<file path="src/rtl/itcm_loader.sv">
// Boot loader: turns a [count, data, checksum] byte stream into sequential ITCM word
// writes and releases the CPU from reset only after the image checksum matches.
`ifndef ITCM_RAM_AW
`define ITCM_RAM_AW 14
`endif
`ifndef ITCM_RAM_DW
`define ITCM_RAM_DW 32
`endif

module itcm_loader #(
   parameter int ITCM_AW   = `ITCM_RAM_AW,
   parameter int ITCM_DW   = `ITCM_RAM_DW,
   parameter int BASE_ADDR = 0,
   parameter int MAX_WORDS = 2**ITCM_AW - BASE_ADDR
) (
   input  logic               clk,
   input  logic               rst_n,
   input  logic               in_valid,
   input  logic [7:0]         in_data,
   output logic               in_ready,
   input  logic               restart,
   output logic               itcm_ram_we,
   output logic [ITCM_AW-1:0] itcm_ram_addr,
   output logic [ITCM_DW-1:0] itcm_ram_din,
   output logic               itcm_ram_wem,
   output logic               cpu_rst_n,
   output logic               load_done,
   output logic               load_err,
   output logic [2:0]         dbg_state
);

   // Handshake: a byte transfers on a rising edge where in_valid && in_ready;
   // in_valid may drop at any time and everything holds while it is low.
   typedef enum logic [2:0] {
      HDR0 = 3'd0,
      HDR1 = 3'd1,
      DATA = 3'd2,
      CSUM = 3'd3,
      DONE = 3'd4,
      ERR  = 3'd5
   } state_t;

   localparam logic [31:0] MAX_W = 32'(MAX_WORDS);

   state_t               state_q, state_d;
   logic [15:0]          cnt_q;
   logic [15:0]          rem_q;
   logic [1:0]           byte_idx_q;
   logic [ITCM_AW-1:0]   word_addr_q;
   logic [ITCM_DW-1:0]   asm_q;
   logic [7:0]           xor_q;
   logic                 accept;
   logic [15:0]          hdr_n;
   logic                 ready_d, cpu_rst_n_d, done_d, err_d;

   assign accept    = in_valid && in_ready;
   assign hdr_n     = {in_data, cnt_q[7:0]};
   assign dbg_state = state_q;

   always_ff @(posedge clk or negedge rst_n) begin
      if (!rst_n) state_q <= HDR0;
      else        state_q <= state_d;
   end

   always_comb begin
      state_d = state_q;
      case (state_q)
         HDR0: if (accept) state_d = HDR1;
         HDR1: begin
            if (accept) begin
               if ({16'd0, hdr_n} > MAX_W) state_d = ERR;
               else if (hdr_n == 16'd0)   state_d = CSUM;
               else                       state_d = DATA;
            end
         end
         DATA: if (accept && byte_idx_q == 2'd3 && rem_q == 16'd1) state_d = CSUM;
         CSUM: if (accept) state_d = (in_data == xor_q) ? DONE : ERR;
         DONE: if (restart) state_d = HDR0;
         ERR:  if (restart) state_d = HDR0;
         default: state_d = HDR0;
      endcase
   end

   // Output values are decoded from the next state so they land on the entry edge.
   always_comb begin
      ready_d     = (state_d == HDR0) || (state_d == HDR1) ||
                    (state_d == DATA) || (state_d == CSUM);
      cpu_rst_n_d = (state_d == DONE);
      done_d      = (state_d == DONE);
      err_d       = (state_d == ERR);
   end

   always_ff @(posedge clk or negedge rst_n) begin
      if (!rst_n) begin
         in_ready  <= 1'b0;
         cpu_rst_n <= 1'b0;
         load_done <= 1'b0;
         load_err  <= 1'b0;
      end else begin
         in_ready  <= ready_d;
         cpu_rst_n <= cpu_rst_n_d;
         load_done <= done_d;
         load_err  <= err_d;
      end
   end

   // Assembly register is separate from itcm_ram_din so the next word can start
   // in the same cycle the previous one is being written.
   always_ff @(posedge clk or negedge rst_n) begin
      if (!rst_n) begin
         cnt_q         <= '0;
         rem_q         <= '0;
         byte_idx_q    <= '0;
         word_addr_q   <= '0;
         asm_q         <= '0;
         xor_q         <= '0;
         itcm_ram_we   <= 1'b0;
         itcm_ram_addr <= '0;
         itcm_ram_din  <= '0;
      end else begin
         itcm_ram_we <= 1'b0;
         case (state_q)
            HDR0: if (accept) cnt_q[7:0] <= in_data;
            HDR1: begin
               if (accept) begin
                  cnt_q[15:8] <= in_data;
                  rem_q       <= hdr_n;
                  byte_idx_q  <= 2'd0;
                  word_addr_q <= ITCM_AW'(BASE_ADDR);
                  asm_q       <= '0;
                  xor_q       <= 8'd0;
               end
            end
            DATA: begin
               if (accept) begin
                  asm_q      <= {in_data, asm_q[ITCM_DW-1:8]};
                  xor_q      <= xor_q ^ in_data;
                  byte_idx_q <= byte_idx_q + 2'd1;
                  if (byte_idx_q == 2'd3) begin
                     itcm_ram_we   <= 1'b1;
                     itcm_ram_din  <= {in_data, asm_q[ITCM_DW-1:8]};
                     itcm_ram_addr <= word_addr_q;
                     word_addr_q   <= word_addr_q + ITCM_AW'(1);
                     rem_q         <= rem_q - 16'd1;
                  end
               end
            end
            default: ;
         endcase
      end
   end

   assign itcm_ram_wem = itcm_ram_we;

endmodule
</file>
<file path="config.mk">
export PLATFORM = sky130hd
export DESIGN_NAME = itcm_loader
export DESIGN_NICKNAME = d
export VERILOG_FILES = /design/src/rtl/itcm_loader.sv
export SDC_FILE = /design/constraint.sdc
export NUM_CORES = 1
export LEC_CHECK = 0
export ABC_AREA = 1
export CAP_MARGIN = 20
export CORE_MARGIN = 10
export CORE_UTILIZATION = 55
export CTS_BUF_LIST = sky130_fd_sc_hd__clkbuf_8
export CTS_CLUSTER_DIAMETER = 150
export DETAILED_ROUTE_END_ITERATION = 8
export GPL_ROUTABILITY_DRIVEN = 0
export PLACE_DENSITY = 0.77
export SYNTH_ARGS = -nofsm -noshare
export SYNTH_HDL_FRONTEND = slang
export SYNTH_SLANG_ARGS = --single-unit
export TNS_END_PERCENT = 100
</file>
<file path="constraint.sdc">
create_clock -name clk -period 5.2 [get_ports clk]
set_clock_uncertainty 0.2 [all_clocks]
set_input_delay 1.56 -clock clk [delete_from_list [all_inputs] [get_ports clk]]
set_output_delay 1.56 -clock clk [all_outputs]
set_load 0.01 [all_outputs]
</file>
==> run_1/clocks.png <==
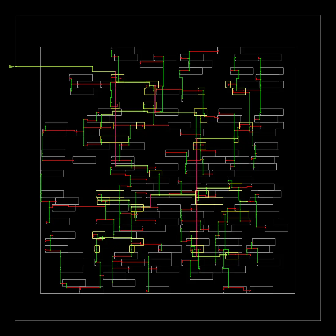
flop count: 125
Sink Count: 125
Latency at later pin: 440 ps

==> run_1/io_placement.png <==
Scale bar: 20 um. Pins as bars across the die edge, other pins in grey.
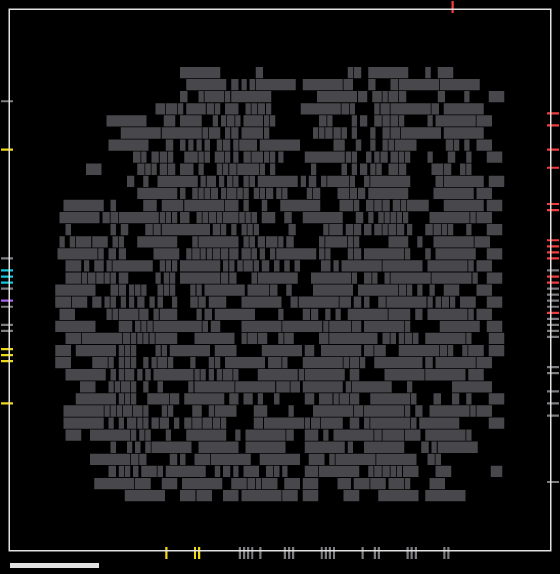
| port | colour | pins | direction | edge |
|---|---|---|---|---|
| itcm_ram_addr | red | 14 | output | 13 right, 1 top |
| dbg_state | cyan | 3 | output | left |
| in_ready | purple | 1 | output | left |
| in_data | yellow | 8 | input | 5 left, 3 bottom |

==> run_1/flops_by_reg.png <==
Scale bar: 20 um.
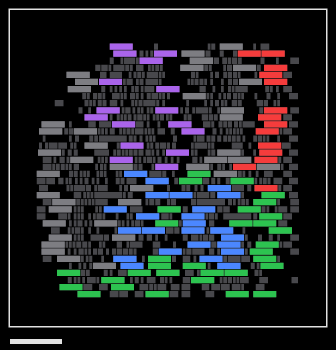
| signal | colour | placed flops |
|---|---|---|
| itcm_ram_addr | red | 14 |
| rem_q | purple | 16 |
| asm_q | blue | 24 |
| itcm_ram_din | green | 32 |

==> run 1: kinds of logic (layout without fill, tap and decap cells) <==
logic type	count (synthesis)	count (layout)	synth area share [%]
AND/OR/NAND/NOR	299	299	21.8
AND-OR/OR-AND	134	134	13.4
flip-flops	125	125	55.2
buffers and inverters	103	177	7.88
XOR/XNOR	5	5	0.773
adder cells (fa/ha/maj)	4	4	0.883
==> run 1: flip-flops by register name (all words and copies together), names as in the netlist <==
register / cells
asm_q: 24
byte_idx_q: 2
cnt_q: 8
dbg_state: 3
in_ready: 1
itcm_ram_addr: 14
itcm_ram_din: 32
itcm_ram_we: 1
load_done: 1
load_err: 1
rem_q: 16
word_addr_q: 14
xor_q: 8
==> qor.csv, run 1 <==
stage;metric;value;unit
drt;dr.max_layer_used;met4;
logic_synthesis;synthDominantCellAreaShare;55.2;%
logic_synthesis;ys_seq_share;55.2;%
final_timing;hold_violations;0;
worst_setup_path;start_kind;primary input;
drt;wl_met3;1020;um
final_layout;diodes;0;
worst_setup_path;slowest_delay;480;ps
final_layout;fin_nets;747;
drt;drt_first_pass_iters;6;
placed_design;place_area;6360;um^2
power;powerClk;923;uW
floorplanning;tapCellCount;133;
power;combinationalPower;800;uW
global_route;grt_max_degree;90;
logic_synthesis;topCellsByArea;dfrtp_1, nand2_1, o21ai_0, inv_1, o22ai_1;
drt;viasPerCell;5.52;
placed_design;place_ws;830;ps
logic_synthesis;synthCells;670;
worst_setup_path;worstSetupEndpointType;flop;
final_layout;bufAreaShareNonClock;10.0;%
floorplanning;fp_util;57.2;%
final_layout;finalInstanceArea;6790;um^2
power;largestPowerGroup;sequential cells;
power;pwr-share-seq;42.4;%
floorplanning;chipHeight;122;um
clock_tree;cts_root_buf;clkbuf_8;
global_route;grtUsageMet2;29.1;%
worst_setup_path;worstPathRequired;5310;ps
clock_tree;cts_resized;0;
global_route;antenna_found_initial;0;
worst_setup_path;critPathTopFamily;simple AND/OR/NAND/NOR gates;
logic_synthesis;ys.flop_type;dfrtp_1;
final_timing;rsz0062_at_grt;false;
drt;wl_met1;5730;um
power;swShare;35.5;%
final_layout;largestClassByArea;sequential cells;
power;power;2.99;mW
logic_synthesis;synth_nets;686;
min_path;min_delay_path_depth;2;
logic_synthesis;ys_area;5670;um^2
logic_synthesis;ys_ff;125;
power;powerDensity;441;nW/um^2
clock_tree;post_cts_buffers;0;
worst_setup_path;timing.rr.start;dbg_state[0];
min_path;whs_endpoint;itcm_ram_addr[9];
global_route;busiest_layer;met2;
flow_run;drv_cap;0;
placed_design;dpl.cell_count;845;
power;p_int;1.93;mW
final_layout;seq_share;46.1;%
final_timing;holdWs;278;ps
final_layout;comb_area;2090;um^2
worst_setup_path;cp.depth;10;
global_route;grt_overflow;0;
worst_setup_path;slowest_stage;nand2_4;
power;comb_power_share;26.7;%
placed_design;dp_hpwl;9230;um
final_layout;regArea;3130;um^2
clock_tree;clk_pin_slew;70;ps
final_layout;fin_util;68.5;%
final_layout;logic_gates;442;
final_timing;max_slew.worst_pin.slew;985;ps
worst_setup_path;timing_worst_setup_path_type;in2reg;
power;ir_drop;0.000314;V
floorplanning;fp.coreArea;9910;um^2
final_layout;nClkBuffers;17;
global_route;met1_usage;23.2;%
min_path;min_from;itcm_ram_addr[9];
worst_setup_path;crit_arrival;4070;ps
worst_setup_path;path_buffers;3;
final_layout;layout-drive-gt1-share;7.39;%
final_timing;fin_crit_sh;76.3;%
power;pwr-share-clk;30.9;%
min_path;hp-class;reg2reg;
worst_setup_path;r2r_end;rem_q[6];
flow_run;warning_count;27;
logic_synthesis;syn_avg_cell_area;8.46;um^2
final_timing;max_slew_margin;34.3;%
placed_design;portBuffers;66;
floorplanning;rows;36;
final_layout;sh_comb_area;30.8;%
worst_setup_path;crit_end;rem_q[6];
final_layout;final_cell_mix;nand2_1, dfrtp_1, inv_1;
clock_tree;hold_buffers;0;
drt;vias;4845;
floorplanning;die_w;122;um
worst_setup_path;crit_path_max_fanout;34;
final_layout;fin_cells;877;
drt;drt_first_iter_violations;510;
final_layout;lay_top_count;nand2_1;
power;p_leak;3.09;nW
worst_setup_path;cp-startpoint;in_valid;
final_layout;inverters;76;
final_timing;setup_ws;1230;ps
drt;dr_wl_met2;6340;um
final_layout;buffers_excl_clock;69;
final_timing;fmax;252;MHz
drt;postRouteWirelength;13400;um
status;status;finished, final reports clean;
logic_synthesis;syn_area;5670;um^2
logic_synthesis;yosysCellCount;670;
worst_setup_path;r2r_cells;10;
global_route;grt_pass1_wl;22100;um
drt;wl_per_cell;15.3;um
final_timing;period_minus_slack;3970;ps
logic_synthesis;yosys.cell_count.top_type;nand2_1;
logic_synthesis;synth_warnings;0;
drt;drc_errors;0;
power;seq_cell_power;1.27;mW
floorplanning;die_area;14800;um^2
logic_synthesis;yosysTopAreaCell;dfrtp_1;
final_timing;fin_setup_tns;0;ps
global_route;grtUsageTotal;18.6;%
final_timing;drv_slew;0;
clock_tree;tritoncts.num_buffers;17;
global_route;grt_pass1_vias;4566;
worst_setup_path;critical_path.cell_chain;clkdlybuf4s50_1 -> nand2_2 -> inv_1 -> nand2_2 -> nand2_4 -> nand2_4 -> inv_4 -> o21ai_0 -> nand2_1 -> o21ai_0;
clock_tree;cts_tree;done;
final_layout;syn2layout_area_growth;19.8;%
drt;antenna_left;0;
global_route;gr-usage-met3;5.44;%
final_timing;setup_violations;0;
==> run_1/layer_met1.png <==
Scale bar: 20 um.
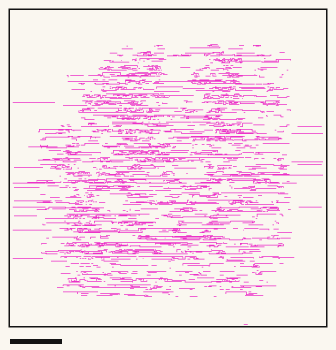

==> run 1 -> run 2 <==
clock period = 3.98 ns   (was 5.2 ns; I/O delays follow)
==> run_2/layer_met1.png <==
Scale bar: 20 um.
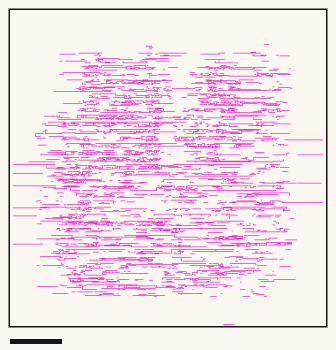
main direction: horizontal
longest straight run: 30.8 um
nets with wire on the layer: 680
wire length on this layer: 5890 um
share of all routed wire: 43%

==> run_2/io_placement.png <==
Scale bar: 20 um. Pins as bars across the die edge, other pins in grey.
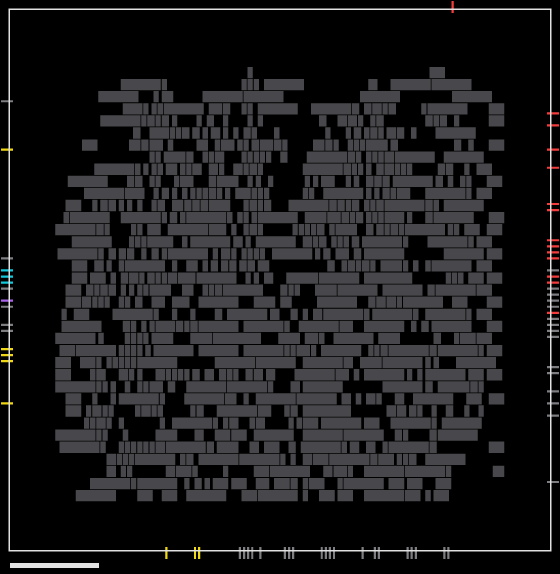
| port | colour | pins | direction | edge |
|---|---|---|---|---|
| in_data | yellow | 8 | input | 5 left, 3 bottom |
| dbg_state | cyan | 3 | output | left |
| itcm_ram_addr | red | 14 | output | 13 right, 1 top |
| in_ready | purple | 1 | output | left |

==> qor.csv, run 2 <==
stage;metric;value;unit;change
placed_design;portBuffers;66;;unchanged
final_timing;max_slew_margin;49.3;%;+15 points
worst_setup_path;cp.depth;7;;-3
final_timing;setup_ws;963;ps;-269 ps
floorplanning;rows;36;;unchanged
final_layout;largest_reg_flops;32;;unchanged
min_path;min_delay_path_depth;2;;unchanged
drt;drc_errors;0;;unchanged
worst_setup_path;r2r_cells;10;;unchanged
floorplanning;fp_util;57.2;%;unchanged
power;pwr-share-clk;30.2;%;-0.7 points
logic_synthesis;yosys.cell_count.top_type;nand2_1;;
final_layout;lay_top_count;nand2_1;;
worst_setup_path;slowest_stage;clkdlybuf4s50_1;;
clock_tree;cts_resized;0;;unchanged
final_timing;fmax;331;MHz;
clock_tree;cts_sinks;125;;unchanged
final_layout;largestRegisters;itcm_ram_din (32), asm_q (24), rem_q (16);;
placed_design;place_ws;633;ps;-197 ps
logic_synthesis;syn_avg_cell_area;8.46;um^2;unchanged
final_layout;regMostFlops;itcm_ram_din;;
floorplanning;die_area;14800;um^2;unchanged
placed_design;place_area;6400;um^2;+0.63%
final_layout;syn2layout_area_growth;20.3;%;
status;status;finished, final reports clean;;
clock_tree;post_cts_buffers;0;;unchanged
final_timing;fin_crit_sh;75.8;%;
logic_synthesis;yosys.area_share.simple;21.8;%;unchanged
logic_synthesis;synth_nets;686;;unchanged
global_route;grt_pass1_wl;22400;um;+1.2%
final_timing;max_slew.worst_pin.slew;761;ps;-224 ps
final_layout;finalInstanceArea;6820;um^2;+0.44%
worst_setup_path;crit_arrival;3110;ps;-960 ps
worst_setup_path;crit_path_max_fanout;56;;+65%
drt;drt_first_iter_violations;504;;-1.2%
worst_setup_path;start_kind;primary input;;
final_layout;final_cell_mix;nand2_1, dfrtp_1, inv_1;;
min_path;min_from;itcm_ram_addr[9];;
logic_synthesis;synth_warnings;0;;unchanged
final_timing;setup_violations;0;;unchanged
power;comb_power_share;27.4;%;+0.7 points
logic_synthesis;ys_ff;125;;unchanged
global_route;grt_overflow;0;;unchanged
power;p_int;2.48;mW;+28%
power;power;3.89;mW;+30%
logic_synthesis;synthCells;670;;unchanged
power;pwr-share-seq;42.4;%;about the same
clock_tree;clock_latency;430;ps;about the same
global_route;antenna_found_initial;0;;unchanged
worst_setup_path;critPathTopFamily;buffers and inverters;;
worst_setup_path;r2r_end;rem_q[6];;
drt;drt_first_pass_iters;5;;-1
flow_run;drv_cap;0;;unchanged
worst_setup_path;path_buffers;3;;unchanged
logic_synthesis;synth-compound-area-share;13.4;%;unchanged
final_timing;period_minus_slack;3020;ps;
drt;antenna_left;0;;unchanged
logic_synthesis;yosysTopAreaCell;dfrtp_1;;
logic_synthesis;ys_area;5670;um^2;unchanged
logic_synthesis;ys_sh_adder;0.883;%;unchanged
logic_synthesis;xor_area_share;0.773;%;unchanged
floorplanning;die_w;122;um;unchanged
final_timing;rsz0062_at_grt;false;;
worst_setup_path;timing_worst_setup_path_type;in2reg;;
clock_tree;cts_tree;done;;
worst_setup_path;critical_path.cell_chain;clkdlybuf4s50_1 -> nand2_2 -> nor3_4 -> inv_2 -> buf_12 -> nand2_1 -> o21ai_0;;
final_timing;drv_slew;0;;unchanged
drt;postRouteWirelength;13600;um;+1.5%
final_layout;fin_util;68.8;%;+0.30 points
clock_tree;tritoncts.num_buffers;17;;unchanged
worst_setup_path;worstPathRequired;4070;ps;-1240 ps
logic_synthesis;ys.flop_type;dfrtp_1;;
final_timing;holdWs;284;ps;+6.34 ps
worst_setup_path;worstSetupEndpointType;flop;;
## run 2: per-layer routing
layer	vias to the layer above	wire, um	track usage, %
li1	2304	-	-
met2	192	6490	30.3
met1	2323	5890	23.6
met5	-	0	0
met4	0	262	6.33
met3	29	1010	5.21
## run 2: power groups by stage
stage | clock network [mW] | registers, mW | logic [mW]
5_1_grt | 1.25 | 1.68 | 1.21
4_1_cts | 1.20 | 1.65 | 1.06
3_5_place_dp | 0 | 1.67 | 1.05
2_1_floorplan | 0 | 1.65 | 0.767
3_3_place_gp | 0 | 1.66 | 1.01
6_report | 1.18 | 1.65 | 1.07
## run 2: cell type report
type	count	share of cell area, %
flip-flops and latches	125	45.9
well taps	133	2.44
clock buffers	17	3.43
repair buffers	71	10.6
inverters	76	4.26
multi-input cells	442	30.7
clock inverters	15	2.73
No activity file was given, so power comes from the tool's default toggle rates.
